## src/rtl/imem_pkg.sv

```systemverilog
// Shared definitions for the instruction-memory access controller.
//   DEFAULT_DEPTH : default number of instruction words
//   NOP_INSTR     : instruction returned on a faulting fetch (addi x0,x0,0)
//   state_e       : controller state, zero-fill (ST_CLEAR) or serving (ST_RUN)
//   addr_ok()     : true when a byte address is word aligned and inside the array
package imem_pkg;

  localparam int unsigned DEFAULT_DEPTH = 1024;
  localparam logic [31:0] NOP_INSTR     = 32'h0000_0013;

  typedef enum logic {
    ST_CLEAR = 1'b0,
    ST_RUN   = 1'b1
  } state_e;

  function automatic logic addr_ok(input logic [31:0] byte_addr, input int unsigned depth);
    return (byte_addr[1:0] == 2'b00) && ({2'b00, byte_addr[31:2]} < depth);
  endfunction

endpackage

```

## src/rtl/imem_rr_arbiter.sv

```systemverilog
// Two-requester round-robin arbiter.
//   clk_i  : clock
//   rst_ni : asynchronous active-low reset (pointer returns to requester 0)
//   en_i   : arbitration enabled; no grants while low
//   req_i  : request vector, bit 0 = fetch, bit 1 = loader
//   gnt_o  : one-hot (or zero) grant vector, combinational from req_i and pointer
module imem_rr_arbiter (
  input  logic       clk_i,
  input  logic       rst_ni,
  input  logic       en_i,
  input  logic [1:0] req_i,
  output logic [1:0] gnt_o
);

  logic ptr_q;
  logic ptr_d;
  logic contested;

  // A requester wins when it is alone, or when it owns the pointer.
  genvar gi;
  generate
    for (gi = 0; gi < 2; gi++) begin : g_gnt
      assign gnt_o[gi] = en_i & req_i[gi] & (~req_i[1-gi] | (ptr_q == 1'(gi)));
    end
  endgenerate

  // The pointer only moves on a contested grant: it hands priority to the loser.
  assign contested = en_i & req_i[0] & req_i[1];

  always_comb begin
    ptr_d = ptr_q;
    if (contested) begin
      ptr_d = ~ptr_q;
    end
  end

  always_ff @(posedge clk_i or negedge rst_ni) begin
    if (!rst_ni) begin
      ptr_q <= 1'b0;
    end else begin
      ptr_q <= ptr_d;
    end
  end

endmodule

```

## src/rtl/imem_access_ctrl.sv

```systemverilog
// Instruction-memory access controller: zero-fills the single-port RAM after
// reset, then shares it round-robin between the fetch stage and the loader.
//   SYS_clk/SYS_reset_n : clock, asynchronous active-low reset
//   fetch_*             : IF request (byte PC), grant, 1-cycle response pulse
//   load_*              : loader write request, grant, 1-cycle drop-error pulse
//   init_done           : zero-fill finished, memory usable
//   mem_*               : RAM macro port (read data valid the cycle after a read)
module imem_access_ctrl
  import imem_pkg::*;
#(
  parameter int unsigned DEPTH  = DEFAULT_DEPTH,
  parameter int          ADDR_W = $clog2(DEPTH),
  parameter int          DATA_W = 32
) (
  input  logic              SYS_clk,
  input  logic              SYS_reset_n,
  input  logic              fetch_req,
  input  logic [31:0]       fetch_addr,
  output logic              fetch_gnt,
  output logic              fetch_valid,
  output logic [DATA_W-1:0] fetch_instr,
  output logic              fetch_fault,
  input  logic              load_req,
  input  logic [31:0]       load_addr,
  input  logic [DATA_W-1:0] load_wdata,
  output logic              load_gnt,
  output logic              load_err,
  output logic              init_done,
  output logic              mem_en,
  output logic              mem_we,
  output logic [ADDR_W-1:0] mem_addr,
  output logic [DATA_W-1:0] mem_wdata,
  input  logic [DATA_W-1:0] mem_rdata
);

  state_e            state_q, state_d;
  logic [ADDR_W-1:0] clr_cnt_q, clr_cnt_d;
  logic              init_done_q, init_done_d;
  logic              rsp_valid_q, rsp_valid_d;
  logic              rsp_fault_q, rsp_fault_d;
  logic              load_err_q, load_err_d;

  logic [1:0]        req;
  logic [1:0]        gnt;
  logic              run;
  logic              fetch_ok;
  logic              load_ok;
  logic              mem_en_c;
  logic              mem_we_c;

  assign run      = (state_q == ST_RUN);
  assign req      = {load_req, fetch_req};
  assign fetch_ok = addr_ok(fetch_addr, DEPTH);
  assign load_ok  = addr_ok(load_addr, DEPTH);

  imem_rr_arbiter u_arb (
    .clk_i  (SYS_clk),
    .rst_ni (SYS_reset_n),
    .en_i   (run),
    .req_i  (req),
    .gnt_o  (gnt)
  );

  assign fetch_gnt = gnt[0];
  assign load_gnt  = gnt[1];

  // Next state, clear counter and RAM port drive.
  always_comb begin
    state_d   = state_q;
    clr_cnt_d = clr_cnt_q;
    mem_en_c  = 1'b0;
    mem_we_c  = 1'b0;
    mem_addr  = '0;
    mem_wdata = '0;
    case (state_q)
      ST_CLEAR: begin
        mem_en_c  = 1'b1;
        mem_we_c  = 1'b1;
        mem_addr  = clr_cnt_q;
        clr_cnt_d = clr_cnt_q + 1'b1;
        if (clr_cnt_q == ADDR_W'(DEPTH - 1)) begin
          state_d = ST_RUN;
        end
      end
      ST_RUN: begin
        // Bad addresses are still granted but never reach the RAM.
        if (gnt[0] && fetch_ok) begin
          mem_en_c = 1'b1;
          mem_addr = fetch_addr[ADDR_W+1:2];
        end else if (gnt[1] && load_ok) begin
          mem_en_c  = 1'b1;
          mem_we_c  = 1'b1;
          mem_addr  = load_addr[ADDR_W+1:2];
          mem_wdata = load_wdata;
        end
      end
      default: begin
        state_d = ST_CLEAR;
      end
    endcase
  end

  // Reset is combined in so the RAM sees no enable at all while reset is held,
  // even though the state register already sits in ST_CLEAR.
  assign mem_en = mem_en_c & SYS_reset_n;
  assign mem_we = mem_we_c & SYS_reset_n;

  // Response pipeline: the RAM answers one cycle after the grant.
  always_comb begin
    init_done_d = (state_d == ST_RUN);
    rsp_valid_d = gnt[0];
    rsp_fault_d = gnt[0] & ~fetch_ok;
    load_err_d  = gnt[1] & ~load_ok;
  end

  always_ff @(posedge SYS_clk or negedge SYS_reset_n) begin
    if (!SYS_reset_n) begin
      state_q     <= ST_CLEAR;
      clr_cnt_q   <= '0;
      init_done_q <= 1'b0;
      rsp_valid_q <= 1'b0;
      rsp_fault_q <= 1'b0;
      load_err_q  <= 1'b0;
    end else begin
      state_q     <= state_d;
      clr_cnt_q   <= clr_cnt_d;
      init_done_q <= init_done_d;
      rsp_valid_q <= rsp_valid_d;
      rsp_fault_q <= rsp_fault_d;
      load_err_q  <= load_err_d;
    end
  end

  assign init_done   = init_done_q;
  assign fetch_valid = rsp_valid_q;
  assign fetch_fault = rsp_fault_q;
  assign load_err    = load_err_q;
  assign fetch_instr = !rsp_valid_q ? '0 :
                       rsp_fault_q  ? DATA_W'(NOP_INSTR) : mem_rdata;

endmodule

```

## config.mk

```make
export PLATFORM = sky130hd
export DESIGN_NAME = imem_access_ctrl
export DESIGN_NICKNAME = d
export VERILOG_FILES = /design/src/rtl/imem_pkg.sv /design/src/rtl/imem_rr_arbiter.sv /design/src/rtl/imem_access_ctrl.sv
export SDC_FILE = /design/constraint.sdc
export NUM_CORES = 1
export LEC_CHECK = 0
export ABC_AREA = 1
export CAP_MARGIN = 30
export CORE_AREA = 2 2 83 85
export CTS_CLUSTER_SIZE = 12
export DETAILED_ROUTE_END_ITERATION = 7
export DIE_AREA = 0 0 85 87
export PLACE_DENSITY = 0.84
export SETUP_SLACK_MARGIN = 0.5
export SLEW_MARGIN = 20
export SYNTH_ARGS = -nofsm -noshare
export SYNTH_HDL_FRONTEND = slang
export SYNTH_SLANG_ARGS = --single-unit
export TNS_END_PERCENT = 10
```

## constraint.sdc

```tcl
create_clock -name SYS_clk -period 3.7 [get_ports SYS_clk]
set_clock_uncertainty 0.15 [all_clocks]
set_input_delay 1.11 -clock SYS_clk [delete_from_list [all_inputs] [get_ports SYS_clk]]
set_output_delay 1.11 -clock SYS_clk [all_outputs]
set_load 0.03 [all_outputs]
```

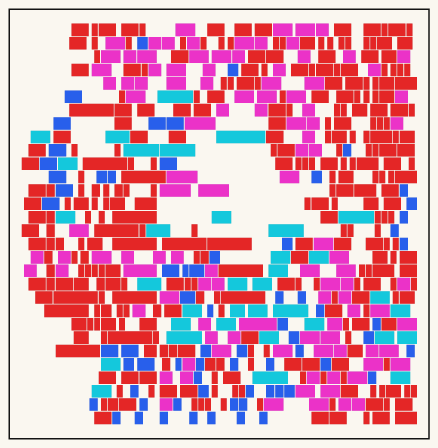
(drive-strength map)
_0 and _1 cells -> red  # cells 317, share 60%
_3 and _4 cells -> magenta  # cells 107, share 20%
_6 and larger -> cyan  # cells 35, share 6.6%
_2 cells -> blue  # cells 68, share 13%

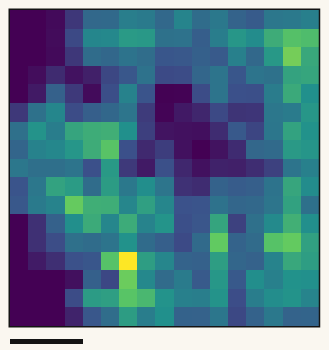
(signal metal coverage by tile)
Scale bar: 20 um. The die is cut into 17 by 17 equal tiles; dark purple is low, yellow is high, scaled to the fullest tile. Values are wire area over tile area, all layers added.
fullest tile = 0.56
tiles over half the peak = 21%
nearly empty tiles = 8.3%
mean over tiles = 0.19
emptiest ninth of the die = top left

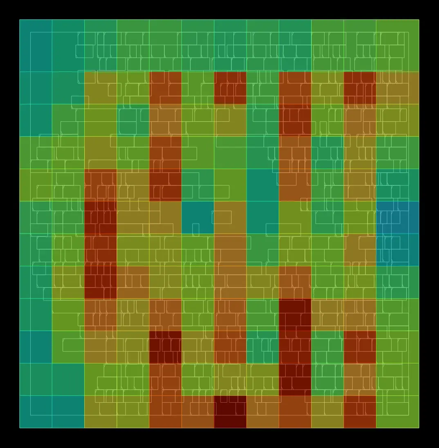
(congestion heat map)
GRT busiest layer: met2
average routed wire per standard cell: 14.21 um
Tot GR Track Use: 21.79%

==> out/metrics.csv <==
stage;metric;value;unit
grt;grt_pass1_wl;12780;um
detailed_routing;vias;2650;
flow_run;warning_count;29;
yosys;netlist_instances;294;
power_and_ir_drop;cellLeakagePower;2.359;nW
yosys;syn_avg_cell_area;5.711;um2
clocking;cts_hold_buf;0;
floorplan;die_height;87;um
yosys;fp_nets;427;
sta;final_hold_viol_count;0;
floorplan;design.portCount;214;
sta;worst_slack;0.1238;ns
worst_setup_path;rrSetupSlack;1.96;ns
clocking;cts_buffer_depth;2;
worst_setup_path;worstSetupEndpointType;output port;
detailed_routing;drcViolationCount;0;
yosys;ys_seq_share;22.35;%
placed_design;portBuffers;213;
sta;max_clock_freq;279.6;MHz
cells_and_area;drive_gt1_share;39.85;%
worst_setup_path;rr_worst_depth;6;
worst_setup_path;worstSetupStartpoint;load_addr[0];
sta;min_period_over_period;96.66;%
grt;overflow;0;
cells_and_area;antenna_cells;0;
cells_and_area;syn_to_final_growth;161.1;%
yosys;ff_type;dfrtp_1;
sta;tightest_slew;0.5233;ns
sta;rsz0062_at_grt;true;
cells_and_area;layout_top_cell;clkdlybuf4s50_1;
clocking;clock-sinks;15;
cells_and_area;nNetsFinal;661;
sta;maxSlewHeadroom;65.12;%
detailed_routing;ant_nets;0;
power_and_ir_drop;total_power;0.4831;mW
floorplan;fp_util;25.56;%
yosys;yosys-stat-cells;294;
placed_design;gp_congestion;0.8576;
clocking;clockRootBuffer;clkbuf_8;
floorplan;die-area;7395;um2
floorplan;fp.dieW;85;um
cells_and_area;fillCellCount;558;
cells_and_area;final_cell_mix;clkdlybuf4s50_1 (89), inv_1 (71), buf_4 (56), nor2_1 (51), nor2_4 (43);
yosys;edf_count;0;
grt;grt_pass1_vias;2600;
cells_and_area;finalNonFillerCells;607;
detailed_routing;drt_iter0_drc;45;
sta;drv_slew;0;
yosys;async_reset_ff_share;100.0;%
worst_setup_path;cp-start-kind;input port;
power_and_ir_drop;ir_drop;0.1147;mV
outcome;status;completed;
worst_setup_path;rr_endpoint;load_err;
worst_setup_path;cp.arrival;2.32;ns
worst_setup_path;critical_path_class;in -> out;
clocking;path_clk_slew;0.06;ns
min_path;holdPathEnd;clr_cnt_q[4];
sta;fin_crit;3.576;ns
placed_design;hpwl;6841;um
detailed_routing;drt-pass1-iter-count;4;
placed_design;dp_cells;592;
min_path;hp-start;clr_cnt_q[4];
clocking;ctsHtreeMaxLevel;1;
worst_setup_path;r2r_start;init_done;
clocking;clkLatencyLatePin;0.26;ns
worst_setup_path;required;2.44;ns
min_path;min_delay_path_depth;1;
worst_setup_path;crit_path_max_fanout;5;
placed_design;dpl_cell_area;4109;um2
yosys;syn_area;1679;um2
detailed_routing;routed_via_density;4.366;
yosys;ys_area;1679;um2
grt;antenna_found_initial;0;
clocking;cts_buffers;3;
yosys;ys_types;26;
min_path;hold_path.class;reg -> reg;
sta;setup_viol;0;
yosys;numSynthFlops;15;
power_and_ir_drop;cellPowerDensity;110.2;nW/um2
flow_run;maxCapViolCount;0;
yosys;synth-warning-count;0;
grt;grt_start_max_net_pins;30;
clocking;tritoncts;done;
detailed_routing;wirelength;8627;um
placed_design;dpl_worst_slack;-0.2828;ns
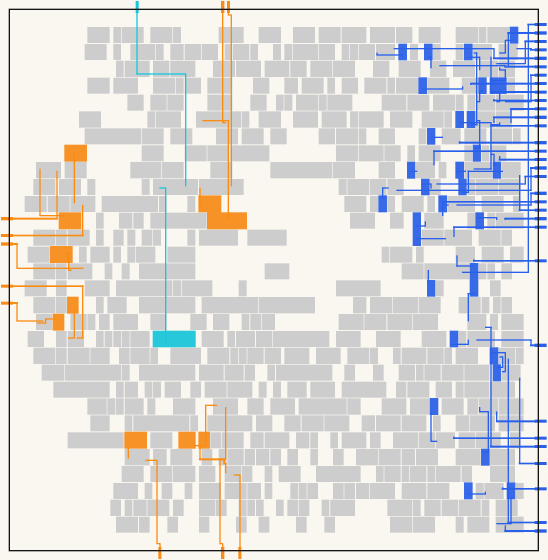
(I/O nets highlighted)
fetch_instr -> blue  # direction output, edge right, end cells 32, buffers 32, wire 588 um
mem_addr -> orange  # direction output, edge 5 left, 3 bottom, 2 top, end cells 10, buffers 10, wire 251 um
mem_we -> cyan  # direction output, edge top, end cells 1, buffers 1, wire 61.6 um

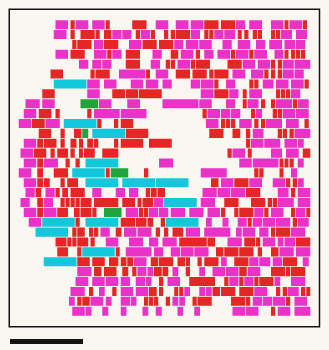
(cells coloured by class)
Scale bar: 20 um.
clock drivers and dummy loads -> green  # cells 4
combinational and other logic -> red  # cells 271
remaining buffers and delay cells -> magenta  # cells 237
sequential cells -> cyan  # cells 15
Util after Layout: 66.74%
Seq area share: 8.562%
Placeable Area: 6569 um2
std cell rows: 30
Design Area, Final: 4384 um2

[where the power goes]
part	total (mW)	leakage [nW]	switching, mW	internal [mW]
clock network	0.137	0.0255	0.0625	0.0748
logic	0.182	2.14	0.0593	0.123
registers	0.164	0.195	0	0.164
[state kept, by name (all words and copies together) (netlist names)]
| name | count |
|---|---|
| fetch_fault | 1 |
| init_done | 1 |
| load_err | 1 |
| clr_cnt_q | 10 |
| u_arb.ptr_q | 1 |
| fetch_valid | 1 |
[stage by stage]
| stage | hold slack, ns | TNS, ns |
|---|---|---|
| floorplan | 0.3164 | 0 |
| global placement | 0.3392 | -6.236 |
| detailed placement | 0.3490 | -7.757 |
| CTS | 0.3630 | 0 |
| global route | 0.3727 | -0.001760 |
| finish | 0.3697 | 0 |
[synthesized netlist by cell type, types with 2 or more instances]
| cell type | count | area (um2) |
|---|---|---|
| nand3_1 | 32 | 160.2 |
| clkbuf_1 | 2 | 7.510 |
| nor2_4 | 3 | 33.78 |
| buf_4 | 2 | 15.01 |
| inv_1 | 74 | 277.8 |
| dfrtp_1 | 15 | 375.4 |
| o21ai_0 | 3 | 15.01 |
| xnor2_1 | 3 | 26.28 |
| nor2_2 | 20 | 125.1 |
| nand4_1 | 2 | 12.51 |
| a21oi_2 | 2 | 17.52 |
| nand2_1 | 36 | 135.1 |
| or2_2 | 2 | 12.51 |
| nor2_1 | 77 | 289.0 |
| or2_1 | 2 | 12.51 |
| buf_2 | 3 | 15.01 |
| buf_6 | 3 | 33.78 |
| xor2_1 | 5 | 43.79 |
[cells by family (layout without fill, tap and decap cells)]
| family | Yosys count | in the layout | synth area share [%] |
|---|---|---|---|
| flops | 15 | 15 | 22.35 |
| compound gates | 8 | 8 | 3.204 |
| simple gates | 177 | 179 | 48.51 |
| xor+xnor | 8 | 8 | 4.173 |
| buf+inv | 85 | 316 | 21.01 |
| fa+ha+maj | 1 | 1 | 0.7450 |
[timing repair]
item / CTS / global route
pin swaps: 55 / 35
setup endpoints to repair: 74 / 75
gates resized: 204 / 55
gates cloned: 3 / 0
endpoints found under the hold margin: 0 / 0
setup buffers: 8 / 0
[layer usage]
metal	up-vias	share of wire, %	track usage [%]
met5	-	0	0
met4	0	2.0	6.926
met3	15	7.3	5.213
met2	117	57	43.68
met1	1199	34	21.83
li1	1319	-	-
[worst max-delay path: stages]
cell     delay [ns]
buf_6          0.09
or2_4          0.25
nor2_4         0.14
buf_6          0.13
inv_6          0.04
nor2_4         0.19
nand3_1        0.11
nand3_1        0.12
buf_6          0.14
[how the worst max path moves through the flow]
stage                      end  slack [ns]  depth (start not counted)
2_1_floorplan      mem_addr[8]        0.40                          7
3_3_place_gp       mem_addr[0]       -0.22                          9
3_5_place_dp       mem_addr[8]       -0.28                          9
4_1_cts        fetch_instr[27]        0.06                          4
5_1_grt                 mem_en      -0.002                         11
6_report           mem_addr[9]        0.12                          9
[cell type report]
type	instances	area, um2	area share [%]
multi-input cells	196	1394	31.79
clock buffers	3	41.29	0.9418
flip-flops and latches	15	375.4	8.562
repair buffers	237	2182	49.77
well taps	80	100.1	2.283
inverters	75	286.5	6.535
clock inverters	1	5.005	0.1142
Power is estimated from default activity; no workload was simulated.
